$ cat config.mk
export PLATFORM = sky130hd
export DESIGN_NAME = decode_issue_controller
export DESIGN_NICKNAME = d
export VERILOG_FILES = /design/src/rtl/decode_issue_controller.sv
export SDC_FILE = /design/constraint.sdc
export NUM_CORES = 1
export LEC_CHECK = 0
export CELL_PAD_IN_SITES_DETAIL_PLACEMENT = 0
export CELL_PAD_IN_SITES_GLOBAL_PLACEMENT = 1
export CORE_MARGIN = 2
export CORE_UTILIZATION = 26
export CTS_CLUSTER_DIAMETER = 40
export DETAILED_ROUTE_END_ITERATION = 8
export GPL_ROUTABILITY_DRIVEN = 1
export PLACE_DENSITY = 0.71
export REMOVE_ABC_BUFFERS = 1
export SYNTH_ARGS = -nofsm -noshare
export SYNTH_HDL_FRONTEND = slang
export SYNTH_SLANG_ARGS = --single-unit
$ cat constraint.sdc
create_clock -name clk -period 1.75 [get_ports clk]
set_input_delay 0.2625 -clock clk [delete_from_list [all_inputs] [get_ports clk]]
set_output_delay 0.2625 -clock clk [all_outputs]
set_load 0.005 [all_outputs]
$ cat src/rtl/decode_issue_controller.sv
// Decode/issue pipeline controller.
// Generates the stall, NOP-injection and execute-availability controls for the
// decode/execute register. The controls are purely combinational from the FSM
// state, the multiply counter and the current inputs. This keeps them settled
// before the decode/execute register samples on the falling clock edge.
module decode_issue_controller #(
  parameter int REGISTER_INDEX_WIDTH = 5,
  parameter int MUL_LATENCY          = 5
) (
  input  logic                            clk,
  input  logic                            rst_n,
  input  logic                            dec_valid,
  input  logic [REGISTER_INDEX_WIDTH-1:0] dec_src1,
  input  logic [REGISTER_INDEX_WIDTH-1:0] dec_src2,
  input  logic                            dec_uses_src1,
  input  logic                            dec_uses_src2,
  input  logic                            dec_is_mul,
  input  logic [REGISTER_INDEX_WIDTH-1:0] ex_dst_reg,
  input  logic                            ex_is_load,
  input  logic                            mem_stall_in,
  input  logic                            branch_taken,
  output logic                            stall_out,
  output logic                            set_nop_out,
  output logic                            execution_empty_out,
  output logic [1:0]                      state_out
);

  typedef enum logic [1:0] {
    RUN   = 2'd0,
    MUL   = 2'd1,
    MEM   = 2'd2,
    FLUSH = 2'd3
  } state_e;

  // The multiply occupies execute for MUL_LATENCY cycles. The issue cycle
  // itself is the first of those cycles, so the counter covers the remainder.
  localparam logic [3:0] MUL_CNT_INIT = 4'(MUL_LATENCY - 1);

  state_e     state_q, state_d;
  logic [3:0] cnt_q, cnt_d;
  logic       hazard;

  // A load-use hazard exists when decode reads the register that the load in
  // execute is about to write. Register 0 is hardwired, so it never conflicts.
  assign hazard = dec_valid & ex_is_load & (ex_dst_reg != '0) &
                  ((dec_uses_src1 & (dec_src1 == ex_dst_reg)) |
                   (dec_uses_src2 & (dec_src2 == ex_dst_reg)));

  assign state_out = state_q;

  // State and multiply counter registers. Reset aborts any operation in flight.
  always_ff @(posedge clk or negedge rst_n) begin
    if (!rst_n) begin
      state_q <= RUN;
      cnt_q   <= 4'd0;
    end else begin
      state_q <= state_d;
      cnt_q   <= cnt_d;
    end
  end

  // Next-state logic and control outputs. Reset forces a NOP into execute.
  always_comb begin
    state_d             = state_q;
    cnt_d               = cnt_q;
    stall_out           = 1'b0;
    set_nop_out         = 1'b0;
    execution_empty_out = 1'b1;

    case (state_q)
      RUN: begin
        if (mem_stall_in) begin
          stall_out           = 1'b1;
          execution_empty_out = 1'b0;
          state_d             = MEM;
        end else if (branch_taken) begin
          set_nop_out = 1'b1;
          state_d     = FLUSH;
        end else if (hazard) begin
          // Hold decode and place a bubble in execute for one cycle only.
          stall_out   = 1'b1;
          set_nop_out = 1'b1;
        end else if (dec_valid && dec_is_mul) begin
          execution_empty_out = 1'b0;
          state_d             = MUL;
          cnt_d               = MUL_CNT_INIT;
        end
      end

      MUL: begin
        stall_out           = 1'b1;
        execution_empty_out = 1'b0;
        // A cache miss freezes the whole pipeline, including the multiplier.
        if (!mem_stall_in) begin
          if (cnt_q <= 4'd1) begin
            state_d = RUN;
            cnt_d   = 4'd0;
          end else begin
            cnt_d = cnt_q - 4'd1;
          end
        end
      end

      MEM: begin
        stall_out           = 1'b1;
        execution_empty_out = 1'b0;
        if (!mem_stall_in) begin
          state_d = RUN;
        end
      end

      FLUSH: begin
        if (mem_stall_in) begin
          // The flush is deferred until the miss resolves. Meanwhile the
          // whole pipeline is frozen.
          stall_out           = 1'b1;
          execution_empty_out = 1'b0;
        end else begin
          set_nop_out = 1'b1;
          state_d     = RUN;
        end
      end

      default: begin
        state_d = RUN;
        cnt_d   = 4'd0;
      end
    endcase

    if (!rst_n) begin
      stall_out           = 1'b0;
      set_nop_out         = 1'b1;
      execution_empty_out = 1'b1;
    end
  end

endmodule

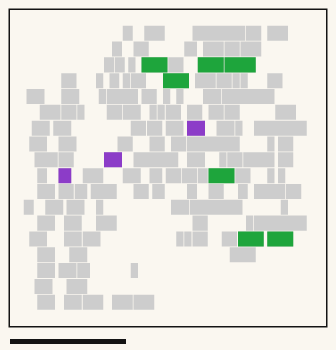
gate_families.png
Scale bar: 20 um.
[green] adder and majority cells | cells: 7
[purple] AND and OR gates | cells: 3

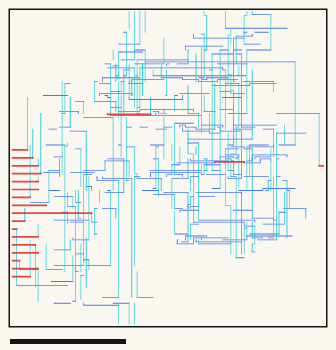
metal_stack.png
Scale bar: 20 um.
[red] met3 | wire length: 83.3 um
[blue] met1 | wire length: 759 um
[cyan] met2 | wire length: 1030 um
global router's overall resource usage: 14.11%
drt wl/cell: 11.32 um
total wire length: 1867 um
vias: 777

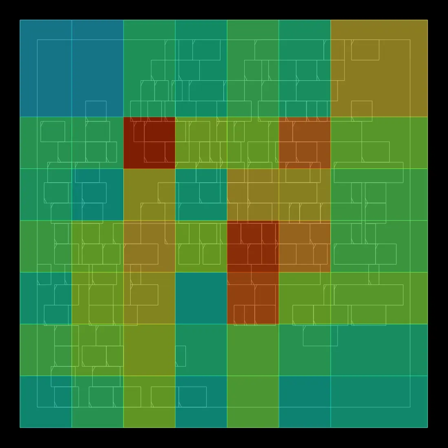
final_congestion.png
utilization after layout: 49.28%
M1 GR Usage: 14.19%
met2 Usage GRT: 28.92%

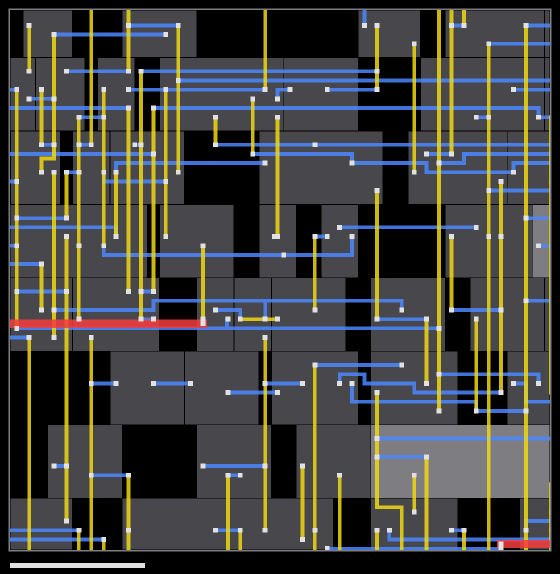
zoom.png
Scale bar: 5 um. Window x 17 to 37, y 28 to 48 um. Cells in grey, sequential cells in the stronger grey; small squares are vias.
[yellow] met2
[red] met3
[blue] met1
cells with their middle in the window: 40
sequential cells in the window: 1
netlist names of flops here include: `cnt_q` (1)
most frequent: buf_4 (12), nor2_1 (5), ha_1 (3)

==> results.py <==
# Flow results
metrics = {
    "synth": {
        "synthSimpleGateAreaFrac_pct": 20.72,
        "top_area_cell": "dfrtp_1",
        "ys_warn_count": 0,
        "yosysTopAreaCellShare_pct": 22.81,
        "ys_ff": 6,
        "async_flop_share_pct": 100.0,
        "avgSynthCellArea_um2": 8.547,
        "synth_cells": 77,
        "top_cell": "xnor2_1",
        "edf_count": 0,
        "area_leaders": "dfrtp_1, ha_1, xnor2_1, nor2_1, inv_1",
        "adder_share_pct": 13.31,
        "common_cells": "xnor2_1, nor2_1, ha_1, inv_1",
        "xor_share_pct": 13.31,
    },
    "routing": {
        "viasPerCell": 4.709,
        "ant_nets": 0,
        "top_layer": "met3",
        "wl_met2_um": 1025,
        "route.detailed.drc": 0,
        "wl_met3_um": 83,
        "drtIter0Drc": 10,
    },
    "floorplanning": {
        "dieArea_mm2": 0.002950,
        "io_pins": 29,
        "fp.dieW_um": 54.31,
        "taps": 30,
    },
    "layout": {
        "n_all_inverters": 7,
        "largestClassByArea": "combinational gates",
        "seq_area_um2": 150.1,
        "diodes": 0,
        "largest_register_ffs": 4,
        "syn_to_final_growth_pct": 82.13,
        "nets": 168,
        "logic_area_um2": 516.7,
        "bufAreaShareNonClock_pct": 37.16,
        "buffers": 55,
        "layout-drive-gt1-share_pct": 34.81,
        "layout.comb_gates.multi_input": 64,
        "final_common_cell": "buf_4",
        "comb_share_pct": 43.11,
        "clk_share_pct": 1.879,
        "fillers": 257,
        "clock_buffers": 3,
    },
    "cts": {
        "hold_buffers": 0,
        "cts_max_level": 1,
        "cts_setup_buffers": 3,
        "ctsResizeCount": 41,
        "max-clock-path-buffers": 2,
    },
    "power": {
        "p_sw_share_pct": 38.60,
        "pg_clk_mw": 0.130,
        "p_int_mw": 0.7120,
        "p_seq_share_pct": 20.1,
        "power_frac_comb_pct": 68.7,
        "leakagePower_nw": 0.5562,
        "power_density_mw_per_mm2": 967.5,
        "p_clk_share_pct": 11.2,
        "seq_cell_power_mw": 0.233,
    },
    "final_timing": {
        "maxSlewHeadroom_pct": 74.81,
        "layout_setup_ws_ns": -0.1087,
        "finClkSkew_ns": 0.0003585,
        "rsz0062_at_grt": "yes",
        "max_freq_mhz": 538.0,
        "drv_slew": 0,
        "hold_viol": 0,
        "setup_violations": 7,
        "tightest_slew_ns": 0.3767,
        "fin_crit_sh_pct": 106.2,
    },
    "critical_path": {
        "worstRegToRegCells": 5,
        "r2r_slack_ns": -0.03,
        "cp_data_arrival_time_ns": 1.99,
        "reg2reg_from": "state_out[1]",
        "crit_cells": 7,
        "crit_type": "input port to register",
        "critical_path_required_ns": 1.88,
        "critPathMaxFanout": 3,
    },
    "placement": {
        "dp_hpwl_um": 1600,
        "post-place-ws_ns": -0.8299,
        "dp.cells": 159,
        "place_area_mm2": 0.001156,
        "gp_congestion": 0.7193,
    },
    "status": {
        "outcome": "finished with violations",
        "violations": "negative setup slack",
    },
    "job": {
        "warnings": 32,
    },
    "grt": {
        "grt_max_degree": 8,
        "grt_pass1_vias": 821,
        "antenna_found_initial": 0,
    },
    "min_path": {
        "min_path_type": "input port to asynchronous set/reset pin",
    },
}
Power figures rest on the tool's default switching activity, not on a simulated workload.
